class_map.png
Drawn at 2 px/micron.
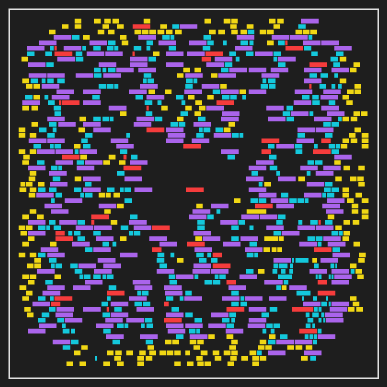
sizing.png
Drawn at 2 px/micron.
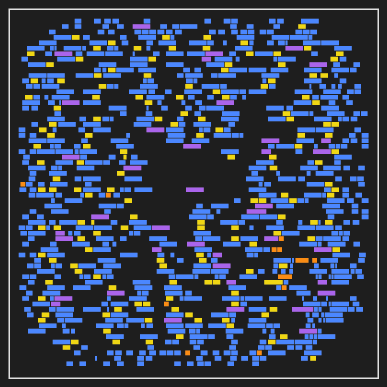
## src/rtl/tx_scheduler.sv

```systemverilog
// Two-requester transmit arbiter: latches request pulses with headers, grants the packet transmitter
// and returns per-requester sent pulses. Define TXSCHED_WATCHDOG_EN to enable the SEND-state abort watchdog.
module tx_scheduler #(
    parameter int          ACK_PRIORITY = 0,
    parameter logic [19:0] WATCHDOG_MAX = 20'd650000
) (
    input  logic        clk,
    input  logic        reset,
    input  logic        req0,
    input  logic [31:0] seq0,
    input  logic [31:0] ack0,
    input  logic [8:0]  flags0,
    input  logic        req1,
    input  logic [31:0] seq1,
    input  logic [31:0] ack1,
    input  logic [8:0]  flags1,
    input  logic        tx_done,
    output logic        tx_start,
    output logic [31:0] tx_seq,
    output logic [31:0] tx_ack,
    output logic [8:0]  tx_flags,
    output logic        sent0,
    output logic        sent1,
    output logic        tx_error,
    output logic [7:0]  ovr_count,
    output logic        busy
);

    typedef enum logic {IDLE, SEND} state_t;

    state_t      state, state_next;
    logic [1:0]  pending, pending_next;
    logic        last_grant, grant;
    logic [31:0] shadow_seq0, shadow_ack0, shadow_seq1, shadow_ack1;
    logic [8:0]  shadow_flags0, shadow_flags1;

    logic        choose, launch, done, abort;
    logic        over0, over1;
    logic [8:0]  ovr_sum;
    logic [7:0]  ovr_next;
    logic        tx_start_next, sent0_next, sent1_next, tx_error_next;

    // One pending requester wins outright; a tie goes by priority mode or round-robin.
    always_comb begin
        choose = 1'b0;
        if (pending == 2'b10)
            choose = 1'b1;
        else if (pending == 2'b01)
            choose = 1'b0;
        else
            choose = (ACK_PRIORITY != 0) ? 1'b1 : ~last_grant;
    end

    assign launch = (state == IDLE) && (pending != 2'b00);
    assign done   = (state == SEND) && !tx_start && tx_done;

`ifdef TXSCHED_WATCHDOG_EN
    logic [19:0] wd_count;

    always_ff @(posedge clk or posedge reset) begin
        if (reset)
            wd_count <= 20'd0;
        else if (launch)
            wd_count <= 20'd0;
        else if (state == SEND)
            wd_count <= wd_count + 20'd1;
    end

    assign abort = (state == SEND) && !done && (wd_count == WATCHDOG_MAX - 20'd1);
`else
    logic unused_watchdog_max;
    assign unused_watchdog_max = ^WATCHDOG_MAX;
    assign abort = 1'b0;
`endif

    always_ff @(posedge clk or posedge reset) begin
        if (reset)
            state <= IDLE;
        else
            state <= state_next;
    end

    always_comb begin
        state_next = state;
        case (state)
            IDLE:    if (launch) state_next = SEND;
            SEND:    if (done || abort) state_next = IDLE;
            default: state_next = IDLE;
        endcase
    end

    always_comb begin
        tx_start_next = launch;
        sent0_next    = done && (grant == 1'b0);
        sent1_next    = done && (grant == 1'b1);
        tx_error_next = abort;
    end

    assign busy = (state == SEND);

    // The in-flight packet leaves pending at grant; a fresh request or an abort re-arms it.
    always_comb begin
        pending_next = pending;
        if (launch)
            pending_next[choose] = 1'b0;
        if (abort)
            pending_next[grant] = 1'b1;
        if (req0)
            pending_next[0] = 1'b1;
        if (req1)
            pending_next[1] = 1'b1;
    end

    assign over0    = req0 && pending[0] && !(launch && (choose == 1'b0));
    assign over1    = req1 && pending[1] && !(launch && (choose == 1'b1));
    assign ovr_sum  = {1'b0, ovr_count} + {8'd0, over0} + {8'd0, over1};
    assign ovr_next = ovr_sum[8] ? 8'hFF : ovr_sum[7:0];

    always_ff @(posedge clk or posedge reset) begin
        if (reset) begin
            pending       <= 2'b00;
            last_grant    <= 1'b1;
            grant         <= 1'b0;
            shadow_seq0   <= 32'd0;
            shadow_ack0   <= 32'd0;
            shadow_flags0 <= 9'd0;
            shadow_seq1   <= 32'd0;
            shadow_ack1   <= 32'd0;
            shadow_flags1 <= 9'd0;
            tx_seq        <= 32'd0;
            tx_ack        <= 32'd0;
            tx_flags      <= 9'd0;
            tx_start      <= 1'b0;
            sent0         <= 1'b0;
            sent1         <= 1'b0;
            tx_error      <= 1'b0;
            ovr_count     <= 8'd0;
        end else begin
            pending   <= pending_next;
            tx_start  <= tx_start_next;
            sent0     <= sent0_next;
            sent1     <= sent1_next;
            tx_error  <= tx_error_next;
            ovr_count <= ovr_next;
            if (req0) begin
                shadow_seq0   <= seq0;
                shadow_ack0   <= ack0;
                shadow_flags0 <= flags0;
            end
            if (req1) begin
                shadow_seq1   <= seq1;
                shadow_ack1   <= ack1;
                shadow_flags1 <= flags1;
            end
            if (launch) begin
                grant      <= choose;
                last_grant <= choose;
                tx_seq     <= choose ? shadow_seq1   : shadow_seq0;
                tx_ack     <= choose ? shadow_ack1   : shadow_ack0;
                tx_flags   <= choose ? shadow_flags1 : shadow_flags0;
            end
        end
    end

endmodule
```

## config.mk

```make
export PLATFORM = sky130hd
export DESIGN_NAME = tx_scheduler
export DESIGN_NICKNAME = d
export VERILOG_FILES = /design/src/rtl/tx_scheduler.sv
export SDC_FILE = /design/constraint.sdc
export NUM_CORES = 1
export LEC_CHECK = 0
export CELL_PAD_IN_SITES_DETAIL_PLACEMENT = 0
export CELL_PAD_IN_SITES_GLOBAL_PLACEMENT = 2
export CORE_MARGIN = 4
export CORE_UTILIZATION = 30
export DETAILED_ROUTE_END_ITERATION = 6
export PLACE_DENSITY_LB_ADDON = 0.1
export SLEW_MARGIN = 20
export SYNTH_ARGS = -nofsm -noshare
export SYNTH_HDL_FRONTEND = slang
export SYNTH_SLANG_ARGS = --single-unit
```

## constraint.sdc

```tcl
create_clock -name clk -period 6.6 [get_ports clk]
set_clock_uncertainty 0.15 [all_clocks]
set_input_delay 0.66 -clock clk [delete_from_list [all_inputs] [get_ports clk]]
set_output_delay 0.66 -clock clk [all_outputs]
set_load 0.03 [all_outputs]
```

==> deck_impl_summary.md <==
Flow Results at a Glance

Clock tree
  – Resized cells post-CTS: 0
  – TritonCTS Buffers: 27
  – Clock H-tree levels: 1
  – Count of hold-fix buffers inserted at cts: 0
  – Number of sinks driven by the clock tree: 235

Setup path
  – Worst-case reg-to-reg path depth: 6
  – Slowest library cell on the worst path: sky130_fd_sc_hd__clkdlybuf4s50_1
  – Launch point of the worst path: busy$_DFF_PP0_
  – Buffering stage count on the worst path with inverters included: 1
  – Reg2Reg Capture Point: ovr_count[1]$_DFF_PP0_

Cells and area
  – Fillcell total: 2799
  – Area of all sequential standard cells: 0.00588 sq mm
  – Share of post-route cells with drive strength above 1: 0.235
  – Combinational cell area excluding buffers and inverters: 0.00311 sq mm

Final timing
  – F_max: 379 MHz
  – Time the final worst path needs with I/O delays and setup: 2.64 ns
  – Share of the clock period used by the worst path after layout: 0.400
  – Final max-slew violation count: 0

Global route
  – Total global routing track utilization: 0.150
  – Via count of the first global-routing pass: 6983
  – Number of antenna violations at the first check in global routing: 1

Logic synthesis
  – YS warnings: 0
  – Leading register cell type out of synthesis: sky130_fd_sc_hd__dfrtp_1
  – Yosys synthesis chip area: 0.00926 sq mm
  – Share of synthesized cell area in and-or and or-and compound cells: 0.0924
  – Unique cell type count in the Yosys netlist: 34
  – Yosys cell count: 612
  – Cell count after synthesis: 612

Pwr
  – Total net switching power: 1.98 mW
  – Ratio of total power to cell area: 441 mW/mm^2
  – Share of total power in the clock network: 0.259

Die
  – Die Size: 0.0337 sq mm
  – Top-level port count: 237

Status
  – Outcome: finished, final reports clean

Place
  – Dpl cell area: 0.0119 sq mm
  – Number of instances in the placed design: 1208
-- class_map.png (at the start) --
color	class	cells
cyan	remaining logic cells	335
yellow	remaining buffers and delay cells	243
purple	registers	235
red	clock drivers and dummy loads	48
final core occ: 0.421
row count: 64
area of the core: 0.0305 sq mm
fin area: 0.0128 sq mm

-- sizing.png (at the start) --
color	size	cells	share
purple	x6 and larger	39	4.5%
blue	x1 and smaller	659	77%
orange	x3 and x4	12	1.4%
yellow	x2	151	18%
Syn-to-layout area delta: 38.5%
count of buffers not belonging to the clock network in the layout: 243
least setup slack across all paths after layout: 3.96 ns

[flip-flops by register name, summed over array words and instances (netlist names), 8 cells and up]
signal,cells
shadow_ack1,32
shadow_seq1,32
tx_seq,32
tx_flags,9
shadow_seq0,32
ovr_count,8
tx_ack,32
shadow_ack0,32
shadow_flags0,9
shadow_flags1,9
[per-layer routing]
layer,track usage,part of all wire
met1,0.194,0.42
met2,0.249,0.48
met3,0.0427,0.076
met4,0.0393,0.021
met5,0,0.00031
[synth_stat cells, drive strengths merged (3+ instances only)]
master  number
nand2        4
inv          5
nor2b        4
buf         28
and2        74
clkbuf      14
dfrtp      234
mux2       146
o21ai        4
a21oi        3
a221o       73
[cell type report]
class / count / area share
Sequential cell: 235 / 0.458
Inverter: 5 / 0.00176
Timing Repair Buffer: 243 / 0.190
Multi-Input combinational cell: 330 / 0.243
Clock inverter: 4 / 0.00371
Antenna cell: 1 / 0.000195
Clock buffer: 44 / 0.0647
Tap cell: 396 / 0.0386
[power groups by stage]
stage	sequential (mW)	clock (mW)	combinational (mW)
2_1_floorplan	2.48	0	0.875
3_3_place_gp	2.05	0	2.16
3_5_place_dp	2.05	0	2.19
4_1_cts	2.04	1.51	2.20
5_1_grt	2.08	1.57	2.31
6_report	2.03	1.46	2.17
[stage by stage]
stage / worst slack [ns] / hold slack, ns
after global placement: 3.79 / 0.281
after CTS: 3.93 / 0.300
final: 3.96 / 0.300
after detailed placement: 3.70 / 0.292
after global routing: 3.88 / 0.320
after floorplan: 2.71 / 0.265
Power and IR drop assume default switching activity.
